$ cat config.mk
export PLATFORM = sky130hd
export DESIGN_NAME = load_store_unit
export DESIGN_NICKNAME = d
export VERILOG_FILES = /design/src/rtl/load_store_unit.sv
export SDC_FILE = /design/constraint.sdc
export NUM_CORES = 1
export LEC_CHECK = 0
export CAP_MARGIN = 40
export CORE_ASPECT_RATIO = 1.75
export CORE_MARGIN = 2
export CORE_UTILIZATION = 51
export CTS_CLUSTER_DIAMETER = 30
export CTS_CLUSTER_SIZE = 24
export DETAILED_ROUTE_END_ITERATION = 7
export GPL_ROUTABILITY_DRIVEN = 1
export GPL_TIMING_DRIVEN = 0
export PLACE_DENSITY = 0.95
export SLEW_MARGIN = 40
export SYNTH_ARGS = -nofsm -noshare
export SYNTH_HDL_FRONTEND = slang
export SYNTH_SLANG_ARGS = --single-unit
$ cat constraint.sdc
create_clock -name clk -period 4.3 [get_ports clk]
set_input_delay 0.86 -clock clk [delete_from_list [all_inputs] [get_ports clk]]
set_output_delay 0.86 -clock clk [all_outputs]
set_load 0.02 [all_outputs]
$ cat src/rtl/load_store_unit.sv
// Word-port load/store unit: byte/half/word accesses, read-modify-write sub-word stores.
// Optional LSU_STATS_EN adds load_count/store_count completion counters.
module load_store_unit #(
    parameter int ADDR_WIDTH = 10,
    parameter int DATA_WIDTH = 32
) (
    input  logic                  clk,
    input  logic                  reset,
    input  logic                  req_valid,
    output logic                  req_ready,
    input  logic                  req_write,
    input  logic [1:0]            req_size,
    input  logic                  req_unsigned,
    input  logic [31:0]           req_addr,
    input  logic [DATA_WIDTH-1:0] req_wdata,
    output logic                  resp_valid,
    output logic [DATA_WIDTH-1:0] resp_rdata,
    output logic                  resp_err,
    output logic                  mem_write,
    output logic [ADDR_WIDTH-1:0] mem_addr,
    output logic [DATA_WIDTH-1:0] mem_in,
    input  logic [DATA_WIDTH-1:0] mem_out
`ifdef LSU_STATS_EN
    ,
    output logic [31:0]           load_count,
    output logic [31:0]           store_count
`endif
);

    typedef enum logic [1:0] {
        IDLE,
        READ,
        WRITE,
        RESP
    } state_t;

    state_t                state_q, state_d;
    logic                  wr_q;
    logic [1:0]            size_q;
    logic                  uns_q;
    logic [1:0]            off_q;
    logic [ADDR_WIDTH-1:0] idx_q;
    logic [DATA_WIDTH-1:0] wdata_q;
    logic [DATA_WIDTH-1:0] word_q;
    logic [DATA_WIDTH-1:0] rdata_q;
    logic                  err_q;

    logic                  accept;
    logic                  req_err;
    logic [4:0]            sh;
    logic [7:0]            ld_byte;
    logic [15:0]           ld_half;
    logic [DATA_WIDTH-1:0] ld_data;
    logic [DATA_WIDTH-1:0] lane_mask;
    logic [DATA_WIDTH-1:0] merged;
    logic                  unused_addr_bits;

    assign unused_addr_bits = ^req_addr[31:ADDR_WIDTH+2];

    assign accept = req_valid && req_ready;

    always_comb begin
        req_err = 1'b0;
        unique case (req_size)
            2'b00:   req_err = 1'b0;
            2'b01:   req_err = req_addr[0];
            2'b10:   req_err = |req_addr[1:0];
            default: req_err = 1'b1;
        endcase
    end

    // Byte lane shift; a legal half has off[0]=0 so the same shift selects its pair.
    assign sh      = {off_q, 3'b000};
    assign ld_byte = mem_out[sh +: 8];
    assign ld_half = mem_out[sh +: 16];

    always_comb begin
        ld_data = mem_out;
        unique case (size_q)
            2'b00:   ld_data = {{(DATA_WIDTH-8){~uns_q & ld_byte[7]}}, ld_byte};
            2'b01:   ld_data = {{(DATA_WIDTH-16){~uns_q & ld_half[15]}}, ld_half};
            default: ld_data = mem_out;
        endcase
    end

    always_comb begin
        lane_mask = '1;
        unique case (size_q)
            2'b00:   lane_mask = DATA_WIDTH'(32'h0000_00FF) << sh;
            2'b01:   lane_mask = DATA_WIDTH'(32'h0000_FFFF) << sh;
            default: lane_mask = '1;
        endcase
        merged = (word_q & ~lane_mask) | ((wdata_q << sh) & lane_mask);
    end

    always_comb begin
        state_d = state_q;
        unique case (state_q)
            IDLE: begin
                if (accept) begin
                    if (req_err)
                        state_d = RESP;
                    else if (req_write && req_size == 2'b10)
                        state_d = WRITE;
                    else
                        state_d = READ;
                end
            end
            READ:    state_d = wr_q ? WRITE : RESP;
            WRITE:   state_d = RESP;
            RESP:    state_d = IDLE;
            default: state_d = IDLE;
        endcase
    end

    always_ff @(posedge clk) begin
        if (reset) begin
            state_q <= IDLE;
            wr_q    <= 1'b0;
            size_q  <= 2'b00;
            uns_q   <= 1'b0;
            off_q   <= 2'b00;
            idx_q   <= '0;
            wdata_q <= '0;
            word_q  <= '0;
            rdata_q <= '0;
            err_q   <= 1'b0;
        end else begin
            state_q <= state_d;
            if (accept) begin
                wr_q    <= req_write;
                size_q  <= req_size;
                uns_q   <= req_unsigned;
                off_q   <= req_addr[1:0];
                idx_q   <= req_addr[ADDR_WIDTH+1:2];
                wdata_q <= req_wdata;
                err_q   <= req_err;
                rdata_q <= '0;
            end
            if (state_q == READ) begin
                word_q <= mem_out;
                if (!wr_q)
                    rdata_q <= ld_data;
            end
        end
    end

    assign req_ready  = (state_q == IDLE);
    assign resp_valid = (state_q == RESP);
    assign resp_rdata = (state_q == RESP) ? rdata_q : '0;
    assign resp_err   = (state_q == RESP) && err_q;
    assign mem_write  = (state_q == WRITE);
    assign mem_addr   = idx_q;
    assign mem_in     = (state_q == WRITE) ?
                        ((size_q == 2'b10) ? wdata_q : merged) : '0;

`ifdef LSU_STATS_EN
    always_ff @(posedge clk) begin
        if (reset) begin
            load_count  <= '0;
            store_count <= '0;
        end else if (state_q == RESP && !err_q) begin
            if (wr_q)
                store_count <= store_count + 32'd1;
            else
                load_count <= load_count + 32'd1;
        end
    end
`endif

endmodule

pinout.png
Scale bar: 20 um. Pins as bars across the die edge, other pins in grey.
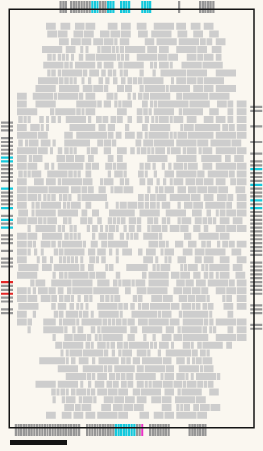
legend:
  magenta:
    port: resp_valid
    pins: 1
    direction: output
    edge: bottom
  red:
    port: req_size
    pins: 2
    direction: input
    edge: left
  cyan:
    port: mem_in
    pins: 32
    direction: output
    edge: 14 top, 8 bottom, 6 left, 4 right
port buffer count: 159
die width: 85 um
Die H: 146 um

closeup.png
Scale bar: 5 um. Window x 32 to 52, y 92 to 112 um. Cells in grey, sequential cells in the stronger grey; small squares are vias.
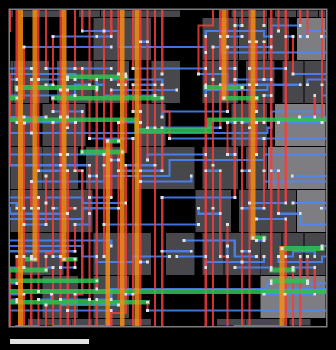
legend:
  red:
    layer: M2
  green:
    layer: M3
  orange:
    layer: M4
  blue:
    layer: M1
netlist names of flops here include: word_q (2)
sequential cells in the window: 2
cells with their middle in the window: 36
most frequent: o22ai_1 (7)

gates.png
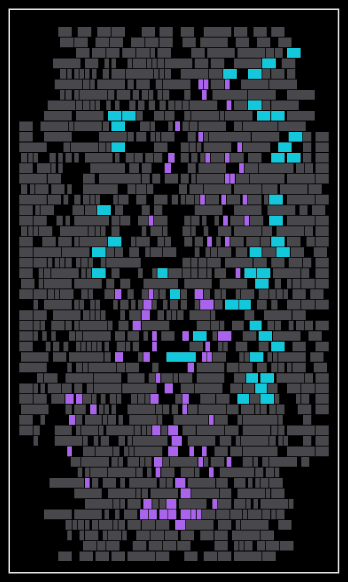
legend:
  purple:
    family: nor cells
    cells: 77
    most_used: nor2_1
  cyan:
    family: non-inverting ao/oa cells
    cells: 42
    most_used: a221o_1
combinational fraction of the cell area: 39.8%
most frequent logic cell in the layout: clkdlybuf4s50_1
Finished Layout Cells: 1,050

route_heat.png
17 x 29 tiles, from white (low) to dark blue (high), scaled to the fullest tile. Values are wire area over tile area, all layers added.
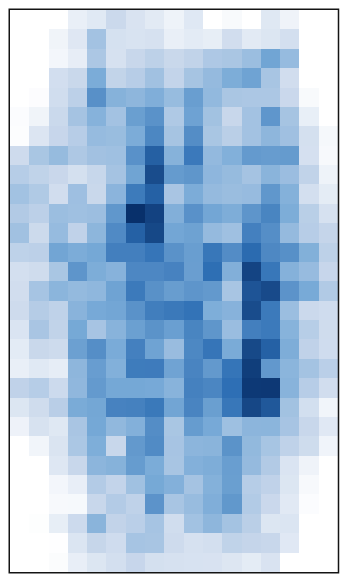
densest ninth of the die: middle
nearly empty tiles: 10%
tiles over half the peak: 27%
mean over tiles: 0.29
routed len/inst: 20.1 um
via count: 6,307
gr usage total: 33.9%
final WL: 21.1 mm

clock_nets.png
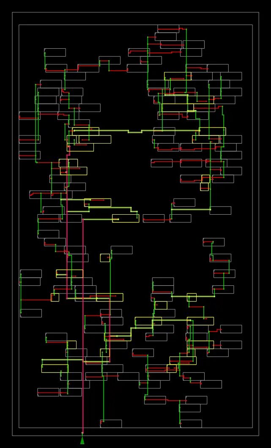
clk_lat worst skew: 0.42 ns
skew final: 0.0125 ns

==> out/summary.txt <==
Syn nets = 835
H-Tree Level Count = 4
CTS root buffer = clkbuf_16
Core ar. = 11,200 um^2
Hold path startpoint = rdata_q[3]
Number of nets in the layout = 1,013
Top cells by count = nand2_1 (135), dfxtp_1 (115), a21oi_1 (77), mux2i_1 (49)
Max IR drop VDD = 0.493 mV
Status = complete, no violations
Max-cap violations = 0
Crit path launch type = flop
Crit path kind = flop to primary output
Post-synth EDFFs = 0
Mapped Area = 5860 um^2
Initial antenna violation count = 0
Max Buffers Root-to-Sink = 2
Achievable Freq = 0.257 GHz
TritonCTS Buffers = 17
Residual DRC = 0
Chip area = 12,400 um^2
WHS Path Cells = 2
Combinational power share = 37.9%
Max FO, Critical Path = 10
Relative slew slack = 52.1%
Switching share of total power = 38.8%
Chip Area, Yosys = 5860 um^2
Slowest cell on crit path = clkdlybuf4s50_1
Synth Seq Share = 39.3%
Buf/Inv on CP = 4
Main flop type = dfxtp_1
Avg Inst Size Synth = 8.05 um^2
Io pins = 181
Int Power = 0.00289 W
Delay-heaviest family, CP = buffers and inverters
Share of cells above drive strength 1 = 5.34%
Vias/cell = 6.01
Hold_buf cts = 0
Initial DRC Count = 556
Synth area leaders = dfxtp_1 (39%), nand2_1 (8.7%), mux2i_1 (8.4%)
DR pass1 iterations = 5
YS warnings = 0
LEAKAGE = 2.97 nW
Flop pwr share = 31.8%
Top-count cell post-synth = nand2_1
CP cell instances = buf_4 > buf_2 > buf_1 > a21o_1 > o311ai_0 > a21oi_1 > clkdlybuf4s50_1
Ant. Diodes = 0
Clock transition at the registers of the reported paths = 0.06 ns
Reg-to-reg endpoint = rdata_q[0]
Clock sinks = 115
-- cell type report --
cell class	count	share of cell area, %
clock inverters	15	2.09
repair buffers	159	19.4
flip-flops and latches	115	28.0
clock buffers	17	5.18
multi-input cells	540	39.8
well taps	132	2.01
plain buffers	63	3.12
inverters	9	0.411
-- how the worst max path moves through the flow --
stage	from	endpoint	slack [ns]	cells past startpoint
finish	off_q[1]	mem_in[31]	0.42	7
global placement	off_q[1]	mem_in[31]	0.88	7
detailed placement	size_q[0]	mem_in[29]	0.93	7
floorplan	off_q[0]	mem_in[10]	1.74	5
global route	size_q[0]	mem_in[29]	0.24	7
CTS	off_q[1]	mem_in[31]	0.47	7
-- kinds of logic after synthesis --
logic type      Yosys count  share of synthesized area, %
simple gates            265                          20.8
buf+inv                  72                          4.96
compound gates          220                          25.2
mux                      50                          8.63
fa+ha+maj                 5                          1.07
flops                   115                          39.3
-- power by group through the flow --
stage | clock network (W) | logic (W) | registers [W]
2_1_floorplan | 0 | 0.00116 | 0.00145
3_3_place_gp | 0 | 0.00171 | 0.00149
3_5_place_dp | 0 | 0.00174 | 0.00150
4_1_cts | 0.00143 | 0.00177 | 0.00149
5_1_grt | 0.00149 | 0.00194 | 0.00152
6_report | 0.00143 | 0.00179 | 0.00150
-- tightest hold or removal path, delay by kind of cell (launching register included) --
family	cells	cell delay (ns)
flip-flops	1	0.30
AND/OR/NAND/NOR	2	0.09
-- state kept, by name (all words and copies together) (netlist names) --
signal,flops
err_q,1
mem_addr,10
size_q,2
off_q,2
uns_q,1
wdata_q,32
wr_q,1
rdata_q,32
state_q,2
word_q,32
-- layout by cell type (no fill, tap or decap), types with 7 or more instances in the layout --
master and n:
o211a_1 8, nor3_1 10, o22ai_1 17, o221ai_1 7, dfxtp_1 115, a211oi_1 9
clkbuf_16 17, nor2_1 42, o21ai_0 32, a22oi_1 8, a221o_1 16, a31oi_1 8
nor3b_1 8, a21oi_1 77, a2bb2oi_1 8, or3_1 8, a22o_1 7, and2_1 34
clkdlybuf4s50_1 159, nand2_1 135, mux2i_1 49, a32o_1 8, inv_1 9, clkbuf_1 42
buf_1 12, nor2b_1 14
-- metal layers --
| metal | vias up | routed length [um] | GRT usage, % |
|---|---|---|---|
| li1 | 2953 | - | - |
| met1 | 2913 | 7660 | 37.6 |
| met5 | - | 0 | 0 |
| met3 | 87 | 1350 | 6.18 |
| met4 | 0 | 1590 | 23.4 |
| met2 | 354 | 10500 | 57.2 |
-- metrics by stage --
stage | utilization [%] | area [um^2] | std cells | setup WS, ns | hold slack [ns]
floorplan | - | 5860 | 727 | 1.74 | 0.407
global placement | 68.2 | 7610 | 1018 | 0.883 | 0.416
detailed placement | 68.2 | 7610 | 1018 | 0.933 | 0.422
CTS | 73.5 | 8210 | 1050 | 0.472 | 0.434
global route | 73.6 | 8210 | 1050 | 0.240 | 0.461
finish | 73.6 | 8210 | 1050 | 0.416 | 0.432
Power and IR drop assume default switching activity.
